`src/rtl/index_handler_multi_if.sv`:
```
// Bus bundle for index_handler_multi: per-drive index inputs, clears,
// classification windows, timeout and all per-drive status outputs.
interface index_handler_multi_if #(
  parameter int NUM_DRIVES = 4,
  parameter int TIMER_W    = 32,
  parameter int CNT_W      = 16
);
  logic [NUM_DRIVES-1:0]         index_in;
  logic [NUM_DRIVES-1:0]         clear;
  logic [TIMER_W-1:0]            win_300_min;
  logic [TIMER_W-1:0]            win_300_max;
  logic [TIMER_W-1:0]            win_360_min;
  logic [TIMER_W-1:0]            win_360_max;
  logic [TIMER_W-1:0]            timeout_cycles;
  logic [NUM_DRIVES-1:0]         index_pulse;
  logic [NUM_DRIVES*TIMER_W-1:0] rev_time;
  logic [NUM_DRIVES*TIMER_W-1:0] rev_avg;
  logic [NUM_DRIVES*CNT_W-1:0]   rev_count;
  logic [NUM_DRIVES-1:0]         rpm_300;
  logic [NUM_DRIVES-1:0]         rpm_360;
  logic [NUM_DRIVES-1:0]         rpm_valid;
  logic [NUM_DRIVES-1:0]         index_timeout;

  modport master (
    output index_in, clear, win_300_min, win_300_max, win_360_min, win_360_max, timeout_cycles,
    input  index_pulse, rev_time, rev_avg, rev_count, rpm_300, rpm_360, rpm_valid, index_timeout
  );

  modport slave (
    input  index_in, clear, win_300_min, win_300_max, win_360_min, win_360_max, timeout_cycles,
    output index_pulse, rev_time, rev_avg, rev_count, rpm_300, rpm_360, rpm_valid, index_timeout
  );
endinterface

```
`src/rtl/index_handler_multi.sv`:
```
// Multi-drive floppy index handler: per drive a synchronizer, debounce
// filter, revolution timer FSM and 300/360 RPM classifier.
// Optional feature macro INDEX_AVG_EN: classify on the mean of the last
// four published periods instead of the latest one.
module index_handler_multi #(
  parameter int NUM_DRIVES   = 4,
  parameter int TIMER_W      = 32,
  parameter int CNT_W        = 16,
  parameter int DEBOUNCE_CYC = 8
) (
  input  logic             clk,
  input  logic             reset_n,
  index_handler_multi_if.slave bus
);

  typedef enum logic [1:0] {
    WAIT_FIRST = 2'd0,
    TIMING     = 2'd1,
    STALLED    = 2'd2
  } state_t;

  localparam logic [7:0]         DB_MAX    = 8'(DEBOUNCE_CYC);
  localparam logic [TIMER_W-1:0] TIMER_ONE = TIMER_W'(1'b1);
  localparam logic [CNT_W-1:0]   CNT_ONE   = CNT_W'(1'b1);

  for (genvar i = 0; i < NUM_DRIVES; i++) begin : g_drive
    logic               sync1_r, sync2_r, filt_r;
    logic [7:0]         db_cnt_r;
    logic               edge_s;
    state_t             state_r;
    logic [TIMER_W-1:0] timer_r, rev_time_r, period_s, rev_avg_s;
    logic [CNT_W-1:0]   rev_count_r;
    logic               pulse_r, cls_pend_r;
    logic               rpm_300_r, rpm_360_r, rpm_valid_r, timeout_r;
    logic               in_300_s, in_360_s, avg_ready_s;

    // An edge is accepted once the synchronized level has stayed high
    // DEBOUNCE_CYC cycles and has not yet been reported.
    assign edge_s   = (db_cnt_r == DB_MAX) && !filt_r;
    // Cycles between the previous pulse and this one (timer restarts at 0).
    assign period_s = (timer_r == '1) ? timer_r : timer_r + TIMER_ONE;
    assign in_300_s = (rev_avg_s >= bus.win_300_min) && (rev_avg_s <= bus.win_300_max);
    assign in_360_s = (rev_avg_s >= bus.win_360_min) && (rev_avg_s <= bus.win_360_max);

`ifdef INDEX_AVG_EN
    logic [TIMER_W-1:0] hist_r [4];
    logic [2:0]         hist_cnt_r;
    logic [TIMER_W+1:0] sum_s;

    // Mean of the four most recent periods once the history is full.
    always_comb begin
      sum_s = {2'b00, hist_r[0]} + {2'b00, hist_r[1]} + {2'b00, hist_r[2]} + {2'b00, hist_r[3]};
      if (hist_cnt_r == 3'd4) begin
        rev_avg_s   = sum_s[TIMER_W+1:2];
        avg_ready_s = 1'b1;
      end else begin
        rev_avg_s   = rev_time_r;
        avg_ready_s = 1'b0;
      end
    end
`else
    assign rev_avg_s   = rev_time_r;
    assign avg_ready_s = 1'b1;
`endif

    // Two-flop synchronizer followed by the consecutive-high debounce counter.
    always_ff @(posedge clk or negedge reset_n) begin
      if (!reset_n) begin
        sync1_r  <= 1'b0;
        sync2_r  <= 1'b0;
        db_cnt_r <= 8'd0;
        filt_r   <= 1'b0;
      end else begin
        sync1_r <= bus.index_in[i];
        sync2_r <= sync1_r;
        if (!sync2_r) begin
          db_cnt_r <= 8'd0;
          filt_r   <= 1'b0;
        end else begin
          if (db_cnt_r != DB_MAX) db_cnt_r <= db_cnt_r + 8'd1;
          if (edge_s) filt_r <= 1'b1;
        end
      end
    end

    // Revolution FSM: timing, statistics, timeout and delayed classification.
    always_ff @(posedge clk or negedge reset_n) begin
      if (!reset_n) begin
        state_r     <= WAIT_FIRST;
        timer_r     <= '0;
        rev_time_r  <= '0;
        rev_count_r <= '0;
        pulse_r     <= 1'b0;
        cls_pend_r  <= 1'b0;
        rpm_300_r   <= 1'b0;
        rpm_360_r   <= 1'b0;
        rpm_valid_r <= 1'b0;
        timeout_r   <= 1'b0;
`ifdef INDEX_AVG_EN
        for (int k = 0; k < 4; k++) hist_r[k] <= '0;
        hist_cnt_r <= 3'd0;
`endif
      end else begin
        // The strobe is reported even when a clear discards the edge.
        pulse_r    <= edge_s;
        cls_pend_r <= 1'b0;
        if (bus.clear[i]) begin
          state_r     <= WAIT_FIRST;
          timer_r     <= '0;
          rev_time_r  <= '0;
          rev_count_r <= '0;
          rpm_300_r   <= 1'b0;
          rpm_360_r   <= 1'b0;
          rpm_valid_r <= 1'b0;
          timeout_r   <= 1'b0;
`ifdef INDEX_AVG_EN
          hist_cnt_r <= 3'd0;
`endif
        end else begin
          // Status follows the period published one cycle earlier.
          if (cls_pend_r) begin
            if (avg_ready_s && in_300_s) begin
              rpm_300_r <= 1'b1; rpm_360_r <= 1'b0; rpm_valid_r <= 1'b1;
            end else if (avg_ready_s && in_360_s) begin
              rpm_300_r <= 1'b0; rpm_360_r <= 1'b1; rpm_valid_r <= 1'b1;
            end else begin
              rpm_300_r <= 1'b0; rpm_360_r <= 1'b0; rpm_valid_r <= 1'b0;
            end
          end
          case (state_r)
            WAIT_FIRST: begin
              if (edge_s) begin
                state_r     <= TIMING;
                timer_r     <= '0;
                rev_count_r <= rev_count_r + CNT_ONE;
              end
            end
            TIMING: begin
              if (edge_s) begin
                rev_time_r  <= period_s;
                rev_count_r <= rev_count_r + CNT_ONE;
                timer_r     <= '0;
                cls_pend_r  <= 1'b1;
`ifdef INDEX_AVG_EN
                hist_r[3]  <= hist_r[2];
                hist_r[2]  <= hist_r[1];
                hist_r[1]  <= hist_r[0];
                hist_r[0]  <= period_s;
                hist_cnt_r <= (hist_cnt_r == 3'd4) ? 3'd4 : hist_cnt_r + 3'd1;
`endif
              end else if ((bus.timeout_cycles != '0) && (timer_r >= bus.timeout_cycles)) begin
                state_r     <= STALLED;
                timeout_r   <= 1'b1;
                rpm_300_r   <= 1'b0;
                rpm_360_r   <= 1'b0;
                rpm_valid_r <= 1'b0;
              end else if (timer_r != '1) begin
                timer_r <= timer_r + TIMER_ONE;
              end
            end
            STALLED: begin
              if (edge_s) begin
                state_r     <= TIMING;
                timeout_r   <= 1'b0;
                timer_r     <= '0;
                rev_count_r <= rev_count_r + CNT_ONE;
`ifdef INDEX_AVG_EN
                hist_cnt_r <= 3'd0;
`endif
              end
            end
            default: state_r <= WAIT_FIRST;
          endcase
        end
      end
    end

    assign bus.index_pulse[i]                  = pulse_r;
    assign bus.rev_time[i*TIMER_W +: TIMER_W]  = rev_time_r;
    assign bus.rev_avg[i*TIMER_W +: TIMER_W]   = rev_avg_s;
    assign bus.rev_count[i*CNT_W +: CNT_W]     = rev_count_r;
    assign bus.rpm_300[i]                      = rpm_300_r;
    assign bus.rpm_360[i]                      = rpm_360_r;
    assign bus.rpm_valid[i]                    = rpm_valid_r;
    assign bus.index_timeout[i]                = timeout_r;
  end

endmodule

```
`src/flat_wrapper.sv`:
```
// flat-port wrapper written by rule: the top's interface ports become plain ports
module index_handler_multi_flat 
#(
  parameter int NUM_DRIVES   = 4,
  parameter int TIMER_W      = 32,
  parameter int CNT_W        = 16,
  parameter int DEBOUNCE_CYC = 8
)
  (clk, reset_n, bus_index_in, bus_clear, bus_win_300_min, bus_win_300_max, bus_win_360_min, bus_win_360_max, bus_timeout_cycles, bus_index_pulse, bus_rev_time, bus_rev_avg, bus_rev_count, bus_rpm_300, bus_rpm_360, bus_rpm_valid, bus_index_timeout);
  index_handler_multi_if #(.NUM_DRIVES(NUM_DRIVES), .TIMER_W(TIMER_W), .CNT_W(CNT_W)) bus_i ();
  input  logic clk;
  input  logic reset_n;
  input wire logic [$bits(bus_i.index_in)-1:0] bus_index_in;
  input wire logic [$bits(bus_i.clear)-1:0] bus_clear;
  input wire logic [$bits(bus_i.win_300_min)-1:0] bus_win_300_min;
  input wire logic [$bits(bus_i.win_300_max)-1:0] bus_win_300_max;
  input wire logic [$bits(bus_i.win_360_min)-1:0] bus_win_360_min;
  input wire logic [$bits(bus_i.win_360_max)-1:0] bus_win_360_max;
  input wire logic [$bits(bus_i.timeout_cycles)-1:0] bus_timeout_cycles;
  output wire logic [$bits(bus_i.index_pulse)-1:0] bus_index_pulse;
  output wire logic [$bits(bus_i.rev_time)-1:0] bus_rev_time;
  output wire logic [$bits(bus_i.rev_avg)-1:0] bus_rev_avg;
  output wire logic [$bits(bus_i.rev_count)-1:0] bus_rev_count;
  output wire logic [$bits(bus_i.rpm_300)-1:0] bus_rpm_300;
  output wire logic [$bits(bus_i.rpm_360)-1:0] bus_rpm_360;
  output wire logic [$bits(bus_i.rpm_valid)-1:0] bus_rpm_valid;
  output wire logic [$bits(bus_i.index_timeout)-1:0] bus_index_timeout;
  assign bus_i.index_in = bus_index_in;
  assign bus_i.clear = bus_clear;
  assign bus_i.win_300_min = bus_win_300_min;
  assign bus_i.win_300_max = bus_win_300_max;
  assign bus_i.win_360_min = bus_win_360_min;
  assign bus_i.win_360_max = bus_win_360_max;
  assign bus_i.timeout_cycles = bus_timeout_cycles;
  assign bus_index_pulse = bus_i.index_pulse;
  assign bus_rev_time = bus_i.rev_time;
  assign bus_rev_avg = bus_i.rev_avg;
  assign bus_rev_count = bus_i.rev_count;
  assign bus_rpm_300 = bus_i.rpm_300;
  assign bus_rpm_360 = bus_i.rpm_360;
  assign bus_rpm_valid = bus_i.rpm_valid;
  assign bus_index_timeout = bus_i.index_timeout;
  index_handler_multi #(.NUM_DRIVES(NUM_DRIVES), .TIMER_W(TIMER_W), .CNT_W(CNT_W), .DEBOUNCE_CYC(DEBOUNCE_CYC)) u_core (.clk(clk), .reset_n(reset_n), .bus(bus_i));
endmodule
```
`config.mk`:
```
export PLATFORM = sky130hd
export DESIGN_NAME = index_handler_multi_flat
export DESIGN_NICKNAME = d
export VERILOG_FILES = /design/src/rtl/index_handler_multi_if.sv /design/src/rtl/index_handler_multi.sv /design/src/flat_wrapper.sv
export SDC_FILE = /design/constraint.sdc
export NUM_CORES = 2
export LEC_CHECK = 0
export ABC_AREA = 1
export CAP_MARGIN = 40
export CORE_MARGIN = 3
export CORE_UTILIZATION = 40
export CTS_CLUSTER_DIAMETER = 120
export DETAILED_ROUTE_END_ITERATION = 8
export GPL_TIMING_DRIVEN = 0
export SLEW_MARGIN = 20
export SYNTH_ARGS = -nofsm -noshare
export SYNTH_HDL_FRONTEND = slang
export SYNTH_SLANG_ARGS = --single-unit
export TNS_END_PERCENT = 50
```
`constraint.sdc`:
```
create_clock -name clk -period 1.8 [get_ports clk]
set_input_delay 0.27 -clock clk [delete_from_list [all_inputs] [get_ports clk]]
set_output_delay 0.27 -clock clk [all_outputs]
set_load 0.03 [all_outputs]
```
Fig. 1: supply network
Scale bar: 100 um. Pins as bars on the die edge.
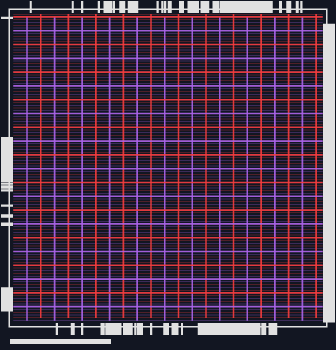
[purple] VSS
[red] VDD
met4 straps: 22
met5 straps: 22
rows: 111

Fig. 2: cells coloured by class
Fill, decap, tap and diode cells in grey.
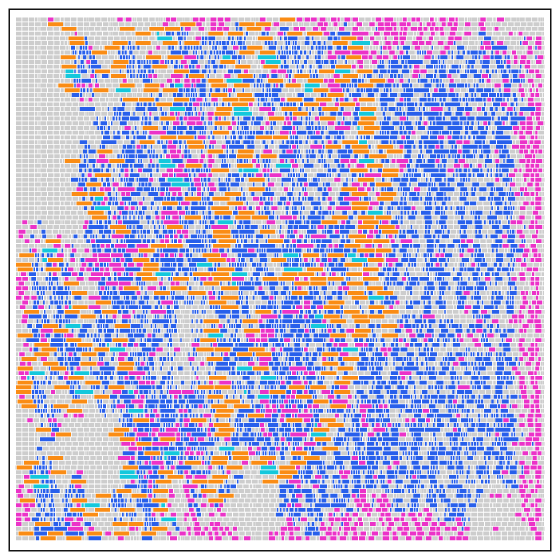
[magenta] other buffers and delay cells | cells: 1,298 | share of their area: 23%
[blue] all other logic | cells: 4,490 | share of their area: 56%
[cyan] clock drivers and dummy loads | cells: 76 | share of their area: 2.8%
[orange] flip-flops | cells: 396 | share of their area: 18%

Fig. 3: routed clock nets over the placement
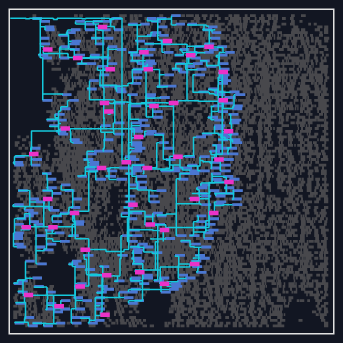
[blue] flip-flops | count: 396
[cyan] clock wires | length: 6,120 um
[magenta] cells driving clock nets | count: 43
routed clock nets: 44

==> results.txt <==
flow finished, numbers: outcome=complete, but fails checks, failing checks=setup timing, Setup violations, final=530, met2 Use GR=0.524, Slew Viols, Final=0, drt initial violations=~3,400, min cycle time layout=~2.3 ns, CP Max Fanout=7, Detailed Route WL=approximately 170 mm, top cell category=multi-input combinational cells, Fin. Hold Viols=0, well tap count=around 1,200, Die H=between 300 and 400 um, Routability Congestion=between 0.9 and 1, Setup Skew=0.0333 ns, met1 Use GR=0.417, clkbuf count=approximately 54, area figure in the yosys stat output=roughly 0.037 mm^2, H-tree Lvls=2, Worst Path Buf+Inv=0, Top Layout Cells=nand2_1 (1,089), ha_1 (563), buf_4 (519), inv_1 (483), nor2_1 (377), First-pass DRT Iterations=6, gr busiest metal=met2, Crit. path cell count=11, min-delay src=bus_index_in[2], Total Power=23.6 mW, # DRC=0, final worst slack=-0.531 ns, largest net degree at the start of global routing=~100, Yosys Instances=between 5,000 and 6,000, FF-to-FF Start=u_core.g_drive[1].rev_avg_s[31], synthesized area per cell=between 7 and 8 um^2, chip area=~0.097 mm^2, first-pass GRT wire length=about 240 mm, flops out of synthesis=396, antenna diode count=6, Flop pwr share=0.388, row cnt=111, Critical Path Sink=u_core.g_drive[1].rpm_360_r, top cells by count, synth=nand2_1 (1,322), ha_1 (656), inv_1 (544), nor2_1 (488), dfrtp_1 (396)
Fig. 4: signal wires by layer
Scale bar: 100 um. Two of the layers only.
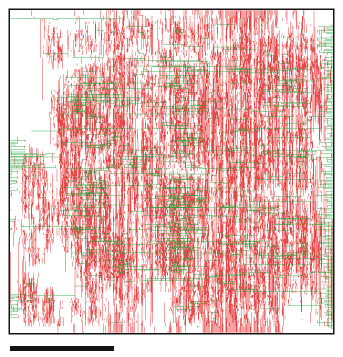
[red] met2 | wire length: 75.5 mm
[green] met3 | wire length: 12,600 um

Fig. 5: the clock network
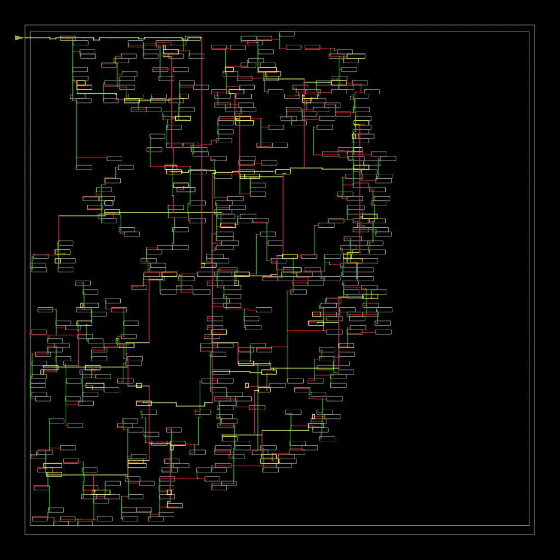
Clk. pwr: 10.1 mW
Latency at later pin: 0.61 ns

Power figures rest on the tool's default switching activity, not on a simulated workload.
